### src/rtl/note_pkg.sv
// Shared note codes, widths and FSM state type for the note scheduler.
// encodeNote turns the fret switches into a note code (only exact one-hot selections are valid).
package note_pkg;

  localparam int NOTE_W = 3;

  localparam logic [NOTE_W-1:0] NOTE_A = 3'd0;
  localparam logic [NOTE_W-1:0] NOTE_B = 3'd1;
  localparam logic [NOTE_W-1:0] NOTE_C = 3'd2;
  localparam logic [NOTE_W-1:0] NOTE_D = 3'd3;
  localparam logic [NOTE_W-1:0] NOTE_E = 3'd4;
  localparam logic [NOTE_W-1:0] NOTE_F = 3'd5;
  localparam logic [NOTE_W-1:0] NOTE_G = 3'd6;

  localparam logic [NOTE_W-1:0] DEFAULT_NOTE = NOTE_G;

  typedef enum logic [1:0] {
    IDLE = 2'd0,
    PLAY = 2'd1,
    GAP  = 2'd2
  } state_t;

  // Anything other than exactly one closed fret falls back to G.
  function automatic logic [NOTE_W-1:0] encodeNote(input logic [6:0] sw);
    logic [NOTE_W-1:0] code;
    code = DEFAULT_NOTE;
    if ($onehot(sw)) begin
      for (int i = 0; i < 7; i++) begin
        if (sw[i]) code = NOTE_W'(i);
      end
    end
    return code;
  endfunction

endpackage

### src/rtl/note_queue.sv
// Small synchronous FIFO holding pending strum note codes.
// The head entry is visible on popData while empty is low, so a pop consumes it in the same cycle.
module note_queue #(
  parameter int DEPTH = 4,
  parameter int W     = 3
) (
  input  logic         clk,
  input  logic         reset,
  input  logic         push,
  input  logic [W-1:0] pushData,
  input  logic         pop,
  output logic [W-1:0] popData,
  output logic         full,
  output logic         empty
);

  localparam int AW = (DEPTH > 1) ? $clog2(DEPTH) : 1;
  localparam logic [AW:0] DEPTH_CNT = DEPTH[AW:0];

  logic [W-1:0]  mem [DEPTH];
  logic [AW-1:0] wrPtr;
  logic [AW-1:0] rdPtr;
  logic [AW:0]   count;
  logic          pushOk;
  logic          popOk;

  assign full    = (count == DEPTH_CNT);
  assign empty   = (count == '0);
  assign popOk   = pop && !empty;
  // A pop in the same cycle frees the slot, so a push into a full queue is still taken.
  assign pushOk  = push && (!full || popOk);
  assign popData = mem[rdPtr];

  always_ff @(posedge clk) begin
    if (pushOk) mem[wrPtr] <= pushData;
  end

  always_ff @(posedge clk) begin
    if (reset) begin
      wrPtr <= '0;
      rdPtr <= '0;
      count <= '0;
    end else begin
      if (pushOk) wrPtr <= wrPtr + AW'(1);
      if (popOk)  rdPtr <= rdPtr + AW'(1);
      case ({pushOk, popOk})
        2'b10:   count <= count + (AW+1)'(1);
        2'b01:   count <= count - (AW+1)'(1);
        default: count <= count;
      endcase
    end
  end

endmodule

### src/rtl/note_scheduler.sv
// Turns strum edges into timed notes: fixed sustain with gate high, then a fixed silent gap.
// Define STRUM_QUEUE_EN to queue strums in order; otherwise each strum preempts the current note.
module note_scheduler
  import note_pkg::*;
#(
  parameter int CLK_HZ      = 25000000,
  parameter int SUSTAIN_MS  = 500,
  parameter int GAP_CYCLES  = 1024,
  parameter int QUEUE_DEPTH = 4
) (
  input  logic              clk,
  input  logic              reset,
  input  logic              strumEdge,
  input  logic [6:0]        switches,
  output logic [NOTE_W-1:0] noteSel,
  output logic              noteGate,
  output logic              noteStart,
  output logic              busy,
  output logic              queueFull,
  output logic [7:0]        dropCount
);

  localparam int SUSTAIN_CYCLES = CLK_HZ / 1000 * SUSTAIN_MS;
  localparam int SUS_W          = $clog2(SUSTAIN_CYCLES);
  localparam int GAP_W          = $clog2(GAP_CYCLES + 1);

  if (SUSTAIN_CYCLES < 2) begin : g_badSustain
    $error("note_scheduler: sustain must be at least 2 cycles");
  end
  if (GAP_CYCLES < 1) begin : g_badGap
    $error("note_scheduler: gap must be at least 1 cycle");
  end
  if (QUEUE_DEPTH < 2 || (QUEUE_DEPTH & (QUEUE_DEPTH - 1)) != 0) begin : g_badDepth
    $error("note_scheduler: queue depth must be a power of two >= 2");
  end

  state_t             state;
  logic [SUS_W-1:0]   susCnt;
  logic [GAP_W-1:0]   gapCnt;
  logic               strumPend;
  logic [NOTE_W-1:0]  strumCode;
  logic               haveNote;
  logic [NOTE_W-1:0]  nextCode;
  logic               loadNow;

  // Capture stage: the switches are encoded on the strum edge itself.
  always_ff @(posedge clk) begin
    if (reset) begin
      strumPend <= 1'b0;
      strumCode <= DEFAULT_NOTE;
    end else begin
      strumPend <= strumEdge;
      strumCode <= encodeNote(switches);
    end
  end

`ifdef STRUM_QUEUE_EN
  logic              qFull;
  logic              qEmpty;
  logic [NOTE_W-1:0] qHead;

  note_queue #(
    .DEPTH (QUEUE_DEPTH),
    .W     (NOTE_W)
  ) uQueue (
    .clk      (clk),
    .reset    (reset),
    .push     (strumPend),
    .pushData (strumCode),
    .pop      (loadNow),
    .popData  (qHead),
    .full     (qFull),
    .empty    (qEmpty)
  );

  assign haveNote  = !qEmpty;
  assign nextCode  = qHead;
  assign queueFull = qFull;
  // Queued notes never cut a note short; they wait for IDLE or the last gap cycle.
  assign loadNow   = haveNote && ((state == IDLE) || ((state == GAP) && (gapCnt == '0)));

  always_ff @(posedge clk) begin
    if (reset) begin
      dropCount <= 8'd0;
    end else if (strumPend && qFull && !loadNow && (dropCount != 8'hFF)) begin
      dropCount <= dropCount + 8'd1;
    end
  end
`else
  assign haveNote  = strumPend;
  assign nextCode  = strumCode;
  assign loadNow   = haveNote;
  assign queueFull = 1'b0;
  assign dropCount = 8'd0;
`endif

  // Sustain runs SUSTAIN_CYCLES-1 down to 0 in PLAY, gap runs GAP_CYCLES-1 down to 0 in GAP.
  always_ff @(posedge clk) begin
    if (reset) begin
      state     <= IDLE;
      noteSel   <= '0;
      noteGate  <= 1'b0;
      noteStart <= 1'b0;
      busy      <= 1'b0;
      susCnt    <= '0;
      gapCnt    <= '0;
    end else begin
      noteStart <= 1'b0;
      if (loadNow) begin
        state     <= PLAY;
        noteSel   <= nextCode;
        noteStart <= 1'b1;
        noteGate  <= 1'b1;
        busy      <= 1'b1;
        susCnt    <= SUS_W'(SUSTAIN_CYCLES - 1);
      end else begin
        case (state)
          IDLE: begin
            busy <= 1'b0;
          end
          PLAY: begin
            if (susCnt == '0) begin
              state    <= GAP;
              noteGate <= 1'b0;
              gapCnt   <= GAP_W'(GAP_CYCLES - 1);
            end else begin
              susCnt <= susCnt - SUS_W'(1);
            end
          end
          GAP: begin
            if (gapCnt == '0) begin
              state <= IDLE;
              busy  <= 1'b0;
            end else begin
              gapCnt <= gapCnt - GAP_W'(1);
            end
          end
          default: begin
            state    <= IDLE;
            noteGate <= 1'b0;
            busy     <= 1'b0;
          end
        endcase
      end
    end
  end

endmodule

### config.mk
export PLATFORM = sky130hd
export DESIGN_NAME = note_scheduler
export DESIGN_NICKNAME = d
export VERILOG_FILES = /design/src/rtl/note_pkg.sv /design/src/rtl/note_queue.sv /design/src/rtl/note_scheduler.sv
export SDC_FILE = /design/constraint.sdc
export NUM_CORES = 1
export LEC_CHECK = 0
export CAP_MARGIN = 20
export CORE_MARGIN = 4
export CORE_UTILIZATION = 50
export CTS_CLUSTER_SIZE = 10
export DETAILED_ROUTE_END_ITERATION = 16
export GPL_TIMING_DRIVEN = 0
export MAX_ROUTING_LAYER = met4
export PLACE_DENSITY = 0.71
export SLEW_MARGIN = 10
export SYNTH_ARGS = -nofsm -noshare
export SYNTH_HDL_FRONTEND = slang
export SYNTH_SLANG_ARGS = --single-unit
### constraint.sdc
create_clock -name clk -period 4.27 [get_ports clk]
set_input_delay 0.854 -clock clk [delete_from_list [all_inputs] [get_ports clk]]
set_output_delay 0.854 -clock clk [all_outputs]
set_load 0.005 [all_outputs]
==> run_1/congestion.png <==
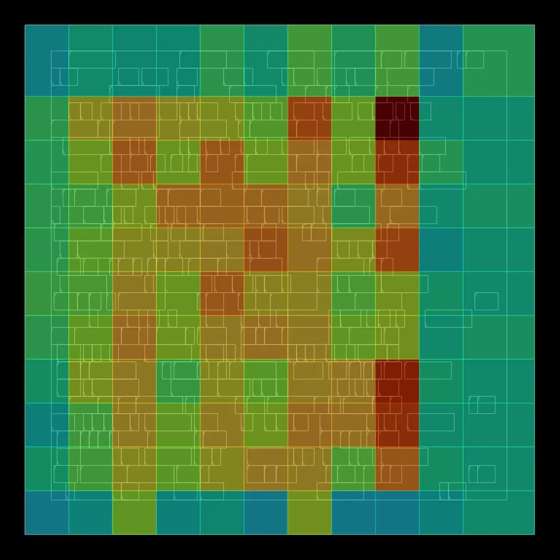
grt peak-use layer: met2
met3 usage: 0.0325
gr usage total: 0.187
global routing usage on met1: 0.245

==> run_1/cell_density.png <==
Bar = 20 um. The die is cut into 8 by 8 equal tiles; dark blue is low, red is high, 0 to 100% covered.
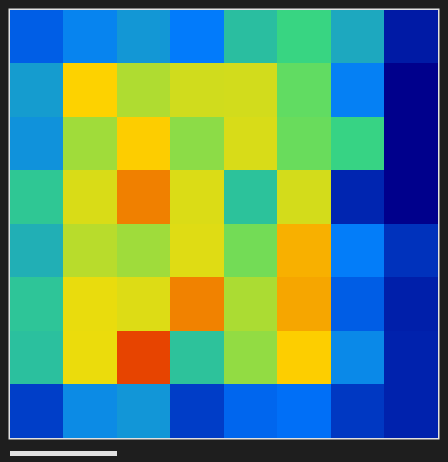
4.7% of the tiles are nearly empty. The fullest tile reaches 92%. The densest ninth of the die: centre. The mean over all tiles is 45%.

==> Slide: Implementation Results, run 1 <==
Physical Implementation Snapshot

Floorplanning
  • Fp_density: 0.514
  • Top-level port count: 25
  • Rows: 26
  • Die X: 80.3 um

Worst setup path
  • Critical-path top delay cell: fa_1
  • FF-to-FF Start: susCnt[0]$_SDFFE_PP0P_

Min path
  • Hold depth: 2

STA
  • Final TNS setup: 0 ps
  • Hold WS: 467 ps
  • Max Clock Skew: 9.59 ps
  • Max transition margin: 0.607
  • # setup viols final: 0
  • Final hold violations: 0

Routing
  • Final ANT Viol Nets: 0
  • Number of iterations in the first detailed-routing pass: 4

Place
  • Gpl congestion: 0.824
  • Placed Area: 0.00287 sq mm

Run status
  • Outcome: finished, final reports clean

Logic synthesis
  • Count leader, synth: dfxtp_1
  • Yosys cell count: 299
  • Post-synth EDFFs: 0
  • Yosys synthesis chip area: 0.00261 sq mm
  • Ys Warns: 0
  • Seq/Total Area, Yosys: 0.360

Global routing
  • Vias in the first global route: 2,030
  • GRT overflow: 0

Power
  • Cell leakage power: 0.00111 uW

Cells and area
  • Share of cells above drive strength 1: 0.103

CTS
  • CTS sink count: 47
==> run_1/metal_density.png <==
Bar = 20 um. The die is cut into 16 by 16 equal tiles; dark blue is low, red is high, scaled to the fullest tile. Values are wire area over tile area, all layers added.
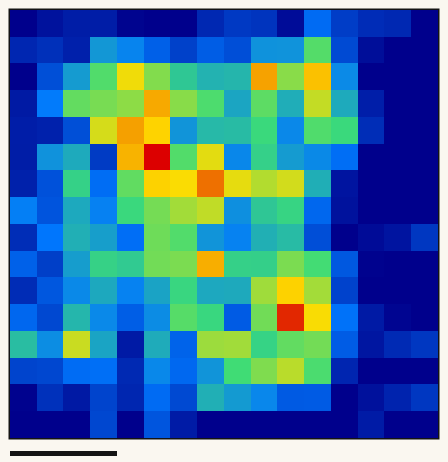
22% of the tiles are over half the peak. The densest ninth of the die: centre. The mean over all tiles is 0.13. 20% of the tiles are nearly empty.
detailed-route via count: 2,187
WL/cell: 13.6 um
DRT Wirelength: 5.41 mm

-- run 1: worst max path at each step --
stage	startpoint	to	slack [ps]	cells after the start
4_1_cts	switches[3]	nextCode[1]$_SDFF_PP1_	740	10
3_3_place_gp	switches[1]	nextCode[1]$_SDFF_PP1_	460	10
2_1_floorplan	switches[0]	nextCode[1]$_SDFF_PP1_	1050	9
6_report	switches[3]	nextCode[1]$_SDFF_PP1_	750	10
3_5_place_dp	switches[3]	nextCode[1]$_SDFF_PP1_	420	10
5_1_grt	switches[0]	nextCode[1]$_SDFF_PP1_	710	10
-- run 1: placed cells by master (no fill, tap or decap), types with 7 or more instances in the layout --
cell,n
a211oi_1,8
a21oi_1,28
buf_4,10
clkbuf_1,8
clkbuf_8,7
clkdlybuf4s50_1,14
conb_1,9
dfxtp_1,47
ha_1,7
inv_1,17
nand2_1,14
nor2_1,28
nor3_1,10
nor4_1,7
o21ai_0,11
xnor2_1,14
-- run 1: metrics by stage --
stage	std cells	total power, uW
2_1_floorplan	307	697
3_3_place_gp	391	756
3_5_place_dp	391	762
4_1_cts	399	1050
5_1_grt	399	1110
6_report	399	1040
-- run 1: final cells by class --
type	instances	area, sq um	share of cell area
Multi-Input combinational cell	221	1510	0.510
Sequential cell	47	941	0.317
Timing Repair Buffer	14	140	0.0472
Buffer	21	119	0.0401
Clock buffer	8	100	0.0337
Tap cell	70	87.6	0.0295
Inverter	18	67.6	0.0228
-- run 1: routing by layer --
| layer | vias up | share of wire | GRT usage |
|---|---|---|---|
| li1 | 1114 | - | - |
| met1 | 1019 | 0.48 | 0.245 |
| met2 | 50 | 0.47 | 0.299 |
| met3 | 4 | 0.042 | 0.0325 |
| met4 | 0 | 0.0096 | 0.0507 |
| met5 | - | 0 | - |
-- run 1: registers in the layout, indices dropped and copies added (netlist names) --
name       count
haveNote       1
noteSel        3
busy           1
gapCnt        11
susCnt        24
noteStart      1
state          2
noteGate       1
nextCode       3
-- run 1: where the power goes --
part / total (uW) / internal (uW) / leakage, uW / switching (uW)
Clock: 291 / 148 / 0.0000515 / 143
Sequential: 501 / 467 / 0.000386 / 34.1
Combinational: 252 / 109 / 0.000672 / 143
-- run 1: kinds of logic (layout without fill, tap and decap cells) --
| kind of cell | after synthesis | count (layout) | share of synthesized area |
|---|---|---|---|
| compound gates | 72 | 72 | 0.173 |
| fa+ha+maj | 11 | 11 | 0.0642 |
| flops | 47 | 47 | 0.360 |
| mux | 3 | 3 | 0.0115 |
| xor+xnor | 19 | 19 | 0.0638 |
| other cells | 1 | 9 | 0.00144 |
| buf+inv | 39 | 61 | 0.0714 |
| simple gates | 107 | 107 | 0.255 |
-- run 1: worst max-delay path: cells and delay by family --
kind | cells | cell delay [ps]
simple gates | 2 | 640
fa+ha+maj | 4 | 1480
buf+inv | 3 | 630
compound gates | 1 | 100
## Run 2: what changed since run 1
Clock period 4.27 ns to 3.4 ns, I/O delays scaled along.
==> run_2/cell_density.png <==
Bar = 20 um. The die is cut into 8 by 8 equal tiles; dark blue is low, red is high, 0 to 100% covered.
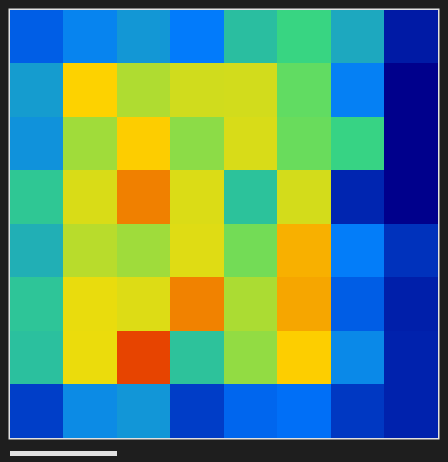
4.7% of the tiles are nearly empty. The fullest tile reaches 92%. 13% of the tiles are over 75% full.
fp_density: 0.514
post-route core utilization: 0.585

==> run_2/sizes.png <==
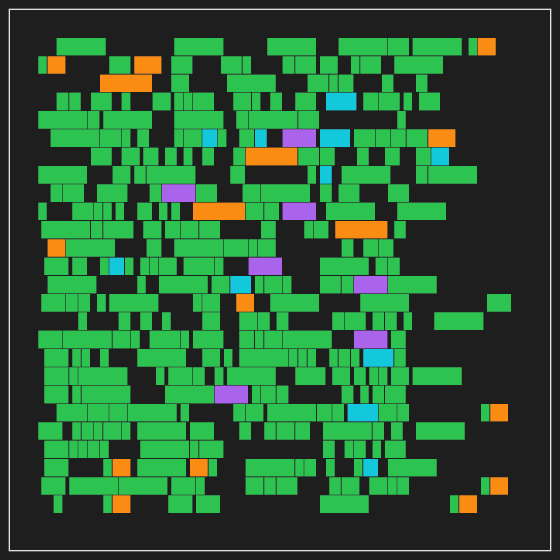
Key: orange = _3 and _4 cells [cells 16]; green = _0 and _1 cells [cells 295]; purple = _6 and larger [cells 7]; cyan = _2 cells [cells 11]
non-clock buffer total of the final layout: 35
Final Worst Setup Slack: 52.3 ps
final instance area: 0.00297 sq mm
Area growth syn-to-layout: 13.7%

==> run 2 against run 1 <==
Compared with the run above:
- die size unchanged
- synthesized area unchanged
- final cell count unchanged
- hold slack unchanged
- clock power increased by 26%
- synthesized cell count unchanged
- total power increased by 26%
- via count unchanged
- global-route usage unchanged
- register-to-register slack got worse by 870 ps
- non-clock buffer count unchanged
- utilization unchanged
- highest routed layer unchanged
==> Slide: Implementation Results, run 2 <==
Physical Implementation Snapshot

Floorplanning
  • Die X: 80.3 um (unchanged)
  • Top-level port count: 25 (unchanged)

Routing
  • Final ANT Viol Nets: 0 (unchanged)
  • Number of iterations in the first detailed-routing pass: 4 (unchanged)
  • WL/cell: 13.6 um (unchanged)
  • Detailed-route via count: 2,187 (unchanged)

Logic synthesis
  • Post-synth EDFFs: 0 (unchanged)
  • Yosys synthesis chip area: 0.00261 sq mm (unchanged)
  • Yosys cell count: 299 (unchanged)
  • Ys Warns: 0 (unchanged)
  • Seq/Total Area, Yosys: 0.360 (unchanged)

Worst setup path
  • Critical path endpoint category: flip-flop
  • FF-to-FF Start: susCnt[0]$_SDFFE_PP0P_

STA
  • Max transition margin: 0.607 (unchanged)
  • Final hold violations: 0 (unchanged)
  • Max Clock Skew: 9.59 ps (unchanged)
  • Final TNS setup: 0 ps (unchanged)
  • # setup viols final: 0 (unchanged)

Cells and area
  • Most numerous logic cell after layout: dfxtp_1
  • Logic area: 0.00151 sq mm (unchanged)
  • FF+latch area: 941 sq um (unchanged)
  • Largest registers: susCnt: 24 flops, gapCnt: 11 flops
  • Largest register FFs: 24 (unchanged)
  • Most frequent cells in the layout: dfxtp_1, nor2_1, a21oi_1, inv_1
  • Fin cells: 399 (unchanged)

Global routing
  • GRT overflow: 0 (unchanged)
  • Gr usage total: 0.187 (unchanged)

Power
  • Cell leakage power: 0.00111 uW (unchanged)

Run status
  • Outcome: finished, final reports clean

Place
  • DP Cell Count: 391 (unchanged)

CTS
  • CTS sink count: 47 (unchanged)
==> run_2/congestion.png <==
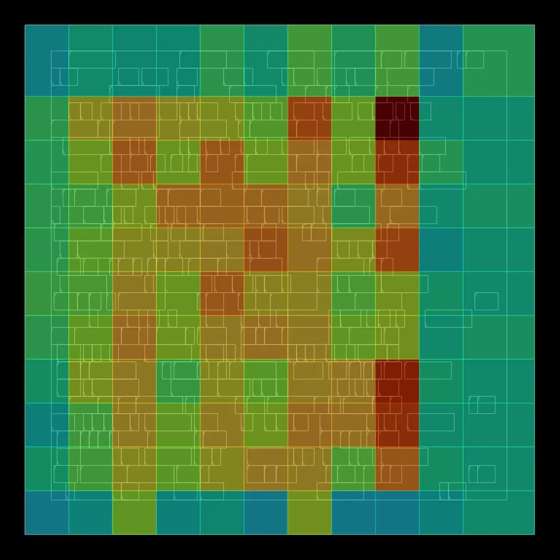
met2 Track Usage GR: 0.299

==> run 2: cell counts in the layout (fill, tap and decap cells not counted) <==
No cell type changed its count.
==> run 2: area by class of cell <==
cell class,instances,area share
multi-input cells,221,0.510
flip-flops and latches,47,0.317
plain buffers,21,0.0401
clock buffers,8,0.0337
repair buffers,14,0.0472
well taps,70,0.0295
inverters,18,0.0228
==> run 2: logic make-up (layout without fill, tap and decap cells) <==
kind of cell    Yosys count  in the layout  synth area share
fa+ha+maj                11             11            0.0642
xor+xnor                 19             19            0.0638
buf+inv                  39             61            0.0714
mux                       3              3            0.0115
flops                    47             47             0.360
compound gates           72             72             0.173
simple gates            107            107             0.255
other cells               1              9           0.00144
==> run 2: stage by stage <==
stage	cell area, sq um	utilization	total power, uW
final	2970	0.585	1310
after detailed placement	2870	0.565	957
after global routing	2970	0.585	1390
after global placement	2870	0.565	949
after CTS	2970	0.585	1320
after floorplan	2640	-	875
==> run 2: per-layer routing <==
metal  track usage  vias up  share of wire
met1         0.245     1019           0.48
met5             -        -              0
met3        0.0325        4          0.042
li1              -     1114              -
met4        0.0507        0         0.0096
met2         0.299       50           0.47
==> run 2: power by group <==
part,internal (uW),switching (uW),leakage [uW]
logic,137,180,0.000672
registers,587,42.8,0.000386
clock network,186,180,0.0000515
==> run 2: worst max-delay path by stage <==
stage,cells after the start,start,slack [ps],endpoint
after global routing,10,switches[0],9,nextCode[1]$_SDFF_PP1_
after floorplan,9,switches[0],350,nextCode[1]$_SDFF_PP1_
after global placement,10,switches[1],-240,nextCode[1]$_SDFF_PP1_
final,10,switches[3],50,nextCode[1]$_SDFF_PP1_
after detailed placement,10,switches[3],-270,nextCode[1]$_SDFF_PP1_
after CTS,10,switches[3],50,nextCode[1]$_SDFF_PP1_
==> run 2: worst reg2reg max path: stages (launching register included) <==
cell and delay (ps):
dfxtp_1 340, inv_1 80, ha_1 180, nor4b_1 370, nand4_1 430, o21ai_0 420
xor2_1 200, a21oi_1 80
Power is estimated from default activity; no workload was simulated.
